### Wire density map

22 x 22 tiles, from black (low) to pale yellow (high), scaled to the fullest tile. Values are wire area over tile area, all layers added.
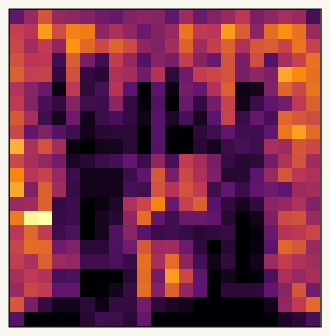
### Logic cells by family

Bar = 20 um.
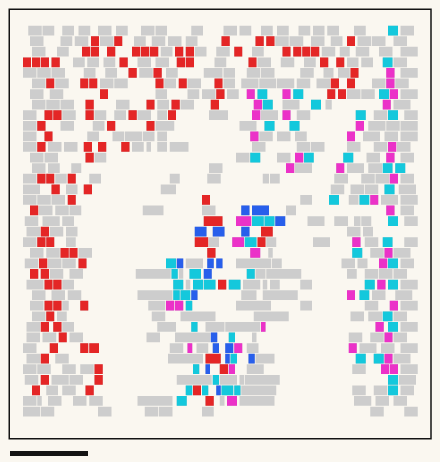
### A small window of the routed layout

Bar = 10 um. Window x 42 to 67, y 20 to 45 um. Cells in gray, sequential cells in the stronger gray; small squares are vias.
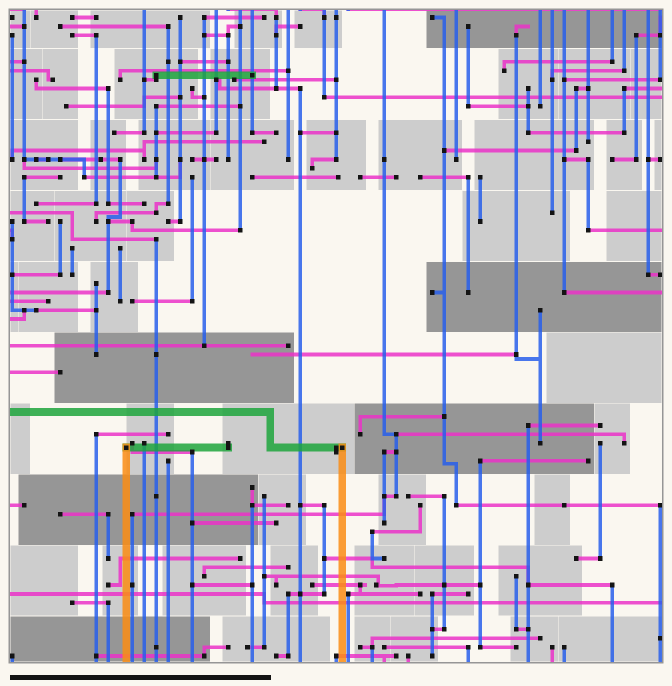
### Cell outlines without signal wires

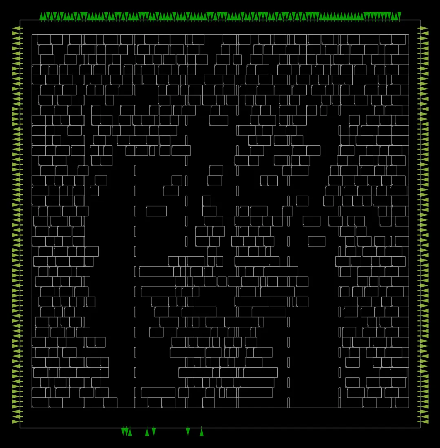
### Clock distribution

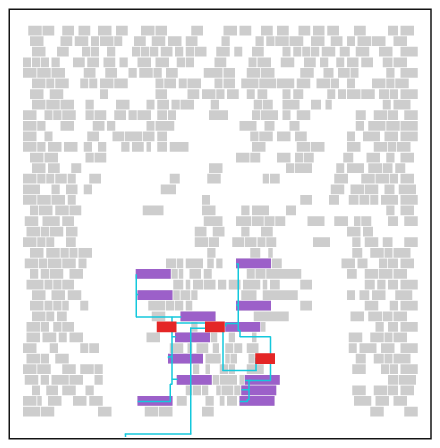
[src/rtl/mem_arbiter.sv]
// mem_arbiter: two-master arbiter between the instruction cache and the
// data cache in front of a single shared RAM port.
//
// Data requests normally win. Once STARVE_MAX consecutive data transfers
// have completed while an instruction fetch was waiting, the fetch wins
// the next arbitration.
//
// Ports:
//   CLK, nRST                          clock, asynchronous active-low reset
//   iREN, iaddr / iwait, iload         instruction-cache side
//   dREN, dWEN, daddr, dstore /
//     dwait, dload                     data-cache side
//   ramREN, ramWEN, ramaddr, ramstore,
//     ramload, ramstate                shared RAM port
//   ram_fault                          sticky flag for a grant that waited TIMEOUT cycles
//   dstreak                            consecutive data grants made while a fetch waited (debug)
module mem_arbiter #(
  parameter int STARVE_MAX = 4,
  parameter int TIMEOUT    = 64
) (
  input  logic        CLK,
  input  logic        nRST,
  input  logic        iREN,
  input  logic [31:0] iaddr,
  output logic        iwait,
  output logic [31:0] iload,
  input  logic        dREN,
  input  logic        dWEN,
  input  logic [31:0] daddr,
  input  logic [31:0] dstore,
  output logic        dwait,
  output logic [31:0] dload,
  output logic        ramREN,
  output logic        ramWEN,
  output logic [31:0] ramaddr,
  output logic [31:0] ramstore,
  input  logic [31:0] ramload,
  input  logic [1:0]  ramstate,
  output logic        ram_fault,
  output logic [2:0]  dstreak
);

  localparam logic [1:0] RAM_ACCESS = 2'd2;
  localparam int CNT_W = $clog2(TIMEOUT + 1);
  localparam logic [CNT_W-1:0] TIMEOUT_C = CNT_W'(TIMEOUT);
  localparam logic [2:0] STARVE_C = 3'(STARVE_MAX);

  typedef enum logic [1:0] {IDLE, GNT_I, GNT_D} state_t;

  state_t           state;
  logic [2:0]       streak;
  logic [CNT_W-1:0] tcount;
  logic             fault;

  logic req_d;
  logic access;
  logic i_done;
  logic d_done;
  logic starve;
  logic in_grant;
  logic withdrawn;

  assign req_d  = dREN | dWEN;
  assign access = (ramstate == RAM_ACCESS);
  // A transfer only completes if its requester is still asking for it;
  // ACCESS that coincides with a withdrawal is not a completion.
  assign i_done = (state == GNT_I) && iREN && access;
  assign d_done = (state == GNT_D) && req_d && access;
  assign starve = iREN && (streak == STARVE_C);
  assign in_grant  = (state == GNT_I) || (state == GNT_D);
  assign withdrawn = ((state == GNT_I) && !iREN) || ((state == GNT_D) && !req_d);

  assign ram_fault = fault;
  assign dstreak   = streak;

  // RAM port and wait/load outputs follow the live request inputs so that
  // a completion shows up in the same cycle as ACCESS.
  always_comb begin
    ramREN   = 1'b0;
    ramWEN   = 1'b0;
    ramaddr  = '0;
    ramstore = '0;
    iwait    = ~i_done;
    dwait    = ~d_done;
    iload    = i_done ? ramload : '0;
    dload    = d_done ? ramload : '0;
    case (state)
      GNT_I: begin
        ramREN  = iREN;
        ramaddr = iaddr;
      end
      GNT_D: begin
        ramaddr  = daddr;
        ramstore = dstore;
        ramWEN   = dWEN;
        ramREN   = dREN & ~dWEN;
      end
      default: ;
    endcase
  end

  always_ff @(posedge CLK or negedge nRST) begin
    if (!nRST) begin
      state  <= IDLE;
      streak <= '0;
      tcount <= '0;
      fault  <= 1'b0;
    end else begin
      case (state)
        IDLE: begin
          if (req_d && !starve) state <= GNT_D;
          else if (iREN)        state <= GNT_I;
        end
        GNT_I, GNT_D: begin
          if (access || withdrawn) state <= IDLE;
        end
        default: state <= IDLE;
      endcase

      if (i_done)
        streak <= '0;
      else if (d_done && iREN && (streak != STARVE_C))
        streak <= streak + 3'd1;
      else if ((state == IDLE) && !iREN)
        streak <= '0;

      // Timeout only flags the fault; the grant keeps waiting for ACCESS.
      if (in_grant && !access && !withdrawn) begin
        if (tcount != TIMEOUT_C) tcount <= tcount + 1'b1;
        if (tcount == TIMEOUT_C - 1'b1) fault <= 1'b1;
      end else begin
        tcount <= '0;
      end
    end
  end

endmodule
[config.mk]
export PLATFORM = sky130hd
export DESIGN_NAME = mem_arbiter
export DESIGN_NICKNAME = d
export VERILOG_FILES = /design/src/rtl/mem_arbiter.sv
export SDC_FILE = /design/constraint.sdc
export NUM_CORES = 1
export LEC_CHECK = 0
export CAP_MARGIN = 0
export CORE_AREA = 3 3 105 107
export DETAILED_ROUTE_END_ITERATION = 12
export DIE_AREA = 0 0 108 110
export GPL_TIMING_DRIVEN = 0
export HOLD_SLACK_MARGIN = 0.05
export PLACE_DENSITY_LB_ADDON = 0.3
export SLEW_MARGIN = 10
export SYNTH_ARGS = -nofsm -noshare
export SYNTH_HDL_FRONTEND = slang
export SYNTH_SLANG_ARGS = --single-unit
[constraint.sdc]
create_clock -name CLK -period 2.3 [get_ports CLK]
set_clock_uncertainty 0.05 [all_clocks]
set_input_delay 0.23 -clock CLK [delete_from_list [all_inputs] [get_ports CLK]]
set_output_delay 0.23 -clock CLK [all_outputs]
set_load 0.01 [all_outputs]
==> job_summary.md <==
### Flow metrics

| Metric | Value |
|---|---|
| DRC | 0 |
| Tmin final | 2.19 ns |
| Crit-path cells | buf_4 > ha_4 > and4b_4 > and2_1 > clkdlybuf4s50_1 |
| Post-synthesis cell count | 276 |
| Initial antenna violation count | 1 |
| Status | finished clean |
| Design area | 0.00517 mm2 |
| Starting density of the core | 19.7% |
| Gate Area | 0.00162 mm2 |
| Main synth FF type | dfrtp_1 |
| Post-DP HPWL | 9930 um |
| Number of global-route vias before repair | 3223 |
| CTS tree | done |
| Reg2reg path depth | 6 |
| Post-synth net total | 419 |
| CTS Root Cell | clkbuf_8 |
| Post-CTS Hold Fix Bufs | 0 |
| CP max stage delay | 0.55 ns |
| RSZ-0062 raised after global routing | no |
| Slowest-stage cell, CP | clkdlybuf4s50_1 |
| ANT nets after route | 0 |
| CORE AREA | 0.0102 mm2 |
| Initial DRC Count | 180 |
| Gp weighted congestion | 0.829 |
| Die area | 0.0119 mm2 |
| Post-synth regs | 13 |
| Global-route wire length before repair | 17000 um |
| Tool warning count | 31 |
| Worst EP required | 2.02 ns |
| Clock transition at path regs | 0.05 ns |
| Placed cells | 682 |
| Fmax | 0.456 GHz |
| Area leader, netlist | and2_1 |
| Max FO, Critical Path | 6 |
| Critical path depth | 5 |
| Drt total wl | 11800 um |
| Vias per Instance | 4.43 |
| Delay-heaviest family, CP | buffers and inverters |
| Leak | 0.00283 uW |
| Area grow syn2layout | 157% |
| Final Hold Fails | 0 |
| Worst Path Buf+Inv | 2 |
| Cell Type Count | 37 |
| Count of library flops with an enable pin | 0 |
Notes on 'Wire density map' above:
9.5% of the tiles are nearly empty. The fullest tile reaches 0.51. The mean over all tiles is 0.16. The emptiest ninth of the die: south-east.

Notes on 'Logic cells by family' above:
Key: NAND gates = blue [cells 18]; AND and OR gates = red [cells 107]; NOR gates = magenta [cells 42]; inverting AOI/OAI gates = cyan [cells 56]

Notes on 'A small window of the routed layout' above:
Key: metal 3 = green; metal 2 = blue; metal 1 = magenta; metal 4 = orange
48 logic cells have their middle in the window. Sequential cells in the window: 6. Netlist names of flops here include tcount (3), state (2). Most frequent: nand3_1 (7), dfrtp_1 (6), a21oi_1 (4).

Notes on 'Cell outlines without signal wires' above:
Post-Layout Cell Count: 696
row count: 37
fillers: 983

Notes on 'Clock distribution' above:
Key: flip-flops = purple [count 13]; clock drivers = red [count 3]; clock wires = cyan [length 207 um]
Position of the flops: south. There are 4 routed clock nets.

-- synth_stat cells (2+ instances only) --
library cell   n
dfrtp_1       13
o2bb2ai_1      2
xor2_1         2
nor2b_1       35
nor3b_1        2
o21ai_0        5
nand2_1        4
or3_1          3
and4b_1        2
ha_1           8
inv_1          8
a41oi_1        2
nor2_1         3
o211ai_1       4
and3_1         2
a21oi_1        6
nand2b_1       3
clkbuf_1      20
nand3_1        7
and2_1        97
a22oi_1       32
-- cells by family after synthesis --
logic type / synth area share (%)
simple gates: 52.1
xor+xnor: 0.870
compound gates: 19.8
buf+inv: 6.03
flops: 16.2
fa+ha+maj: 4.97
-- path summary, 6_finish.rpt --
path	startpoint	endpoint	slack (ns)
max in group asynchronous	nRST	dstreak[0]	1.49
worst max-delay path	state[1]	dload[31]	0.11
worst max register to register	state[0]	state[1]	0.47
worst min-delay path	nRST	tcount[3]	0.32
min in group CLK	ram_fault	ram_fault	0.43
worst min register to register	ram_fault	ram_fault	0.43
-- power breakdown --
group,internal [uW],switching [uW]
registers,261,33.6
logic,1390,1100
clock network,122,77.5
-- final cells by class --
cell class,count,share of cell area (%)
buffer,17,3.10
timing repair buffer,284,54.5
tap,136,3.29
clock buffer,4,0.871
sequential,13,6.29
multi-input combinational,233,31.3
antenna,1,0.0484
inverter,8,0.581
-- per-layer routing --
metal  up-vias  wire length (um)  global-route usage (%)
li1       1510                 -                       -
met1      1389              4220                    19.2
met2       175              6230                    35.5
met3        10              1220                    5.82
met4         0               128                    2.98
met5         -                 0                       0
-- layout by cell type, fill, tap and decap left out, drive strengths merged, types with 2 or more instances in the layout --
cell type        n
clkdlybuf4s50  167
and2            97
dlygate4sd2     62
dlymetal6s2s    38
nor2b           35
a22oi           32
buf             18
clkbuf          18
dfrtp           13
inv              8
ha               8
nand3            7
a21oi            7
o21ai            5
o211ai           4
nand2b           4
nand2            4
or3              3
nor2             3
o2bb2ai          2
and3             2
nor3b            2
a41oi            2
xor2             2
clkdlybuf4s15    2
and4b            2
-- sequential cells by signal, indices dropped and copies added, names as in the netlist --
signal     flops
tcount         7
dstreak        3
state          2
ram_fault      1
-- stage by stage --
step / power (uW) / setup TNS [ns] / utilization (%) / setup WS [ns] / hold slack (ns)
after global routing: 3250 / 0 / 50.6 / 0.00397 / 0.360
after detailed placement: 2720 / -37.94 / 47.8 / -0.633 / 0.416
after CTS: 3040 / 0 / 49.3 / 0.000458 / 0.336
after global placement: 2690 / -34.64 / 47.8 / -0.614 / 0.417
after floorplan: 1430 / 0 / - / 0.485 / -0.116
final: 2980 / 0 / 50.6 / 0.107 / 0.319
-- timing repair --
item / in CTS / in global routing
endpoints found under the setup margin: 131 / 58
pin swaps: 3 / 1
gates resized: 106 / 56
setup buffers: 13 / 1
Power and IR drop assume default switching activity.
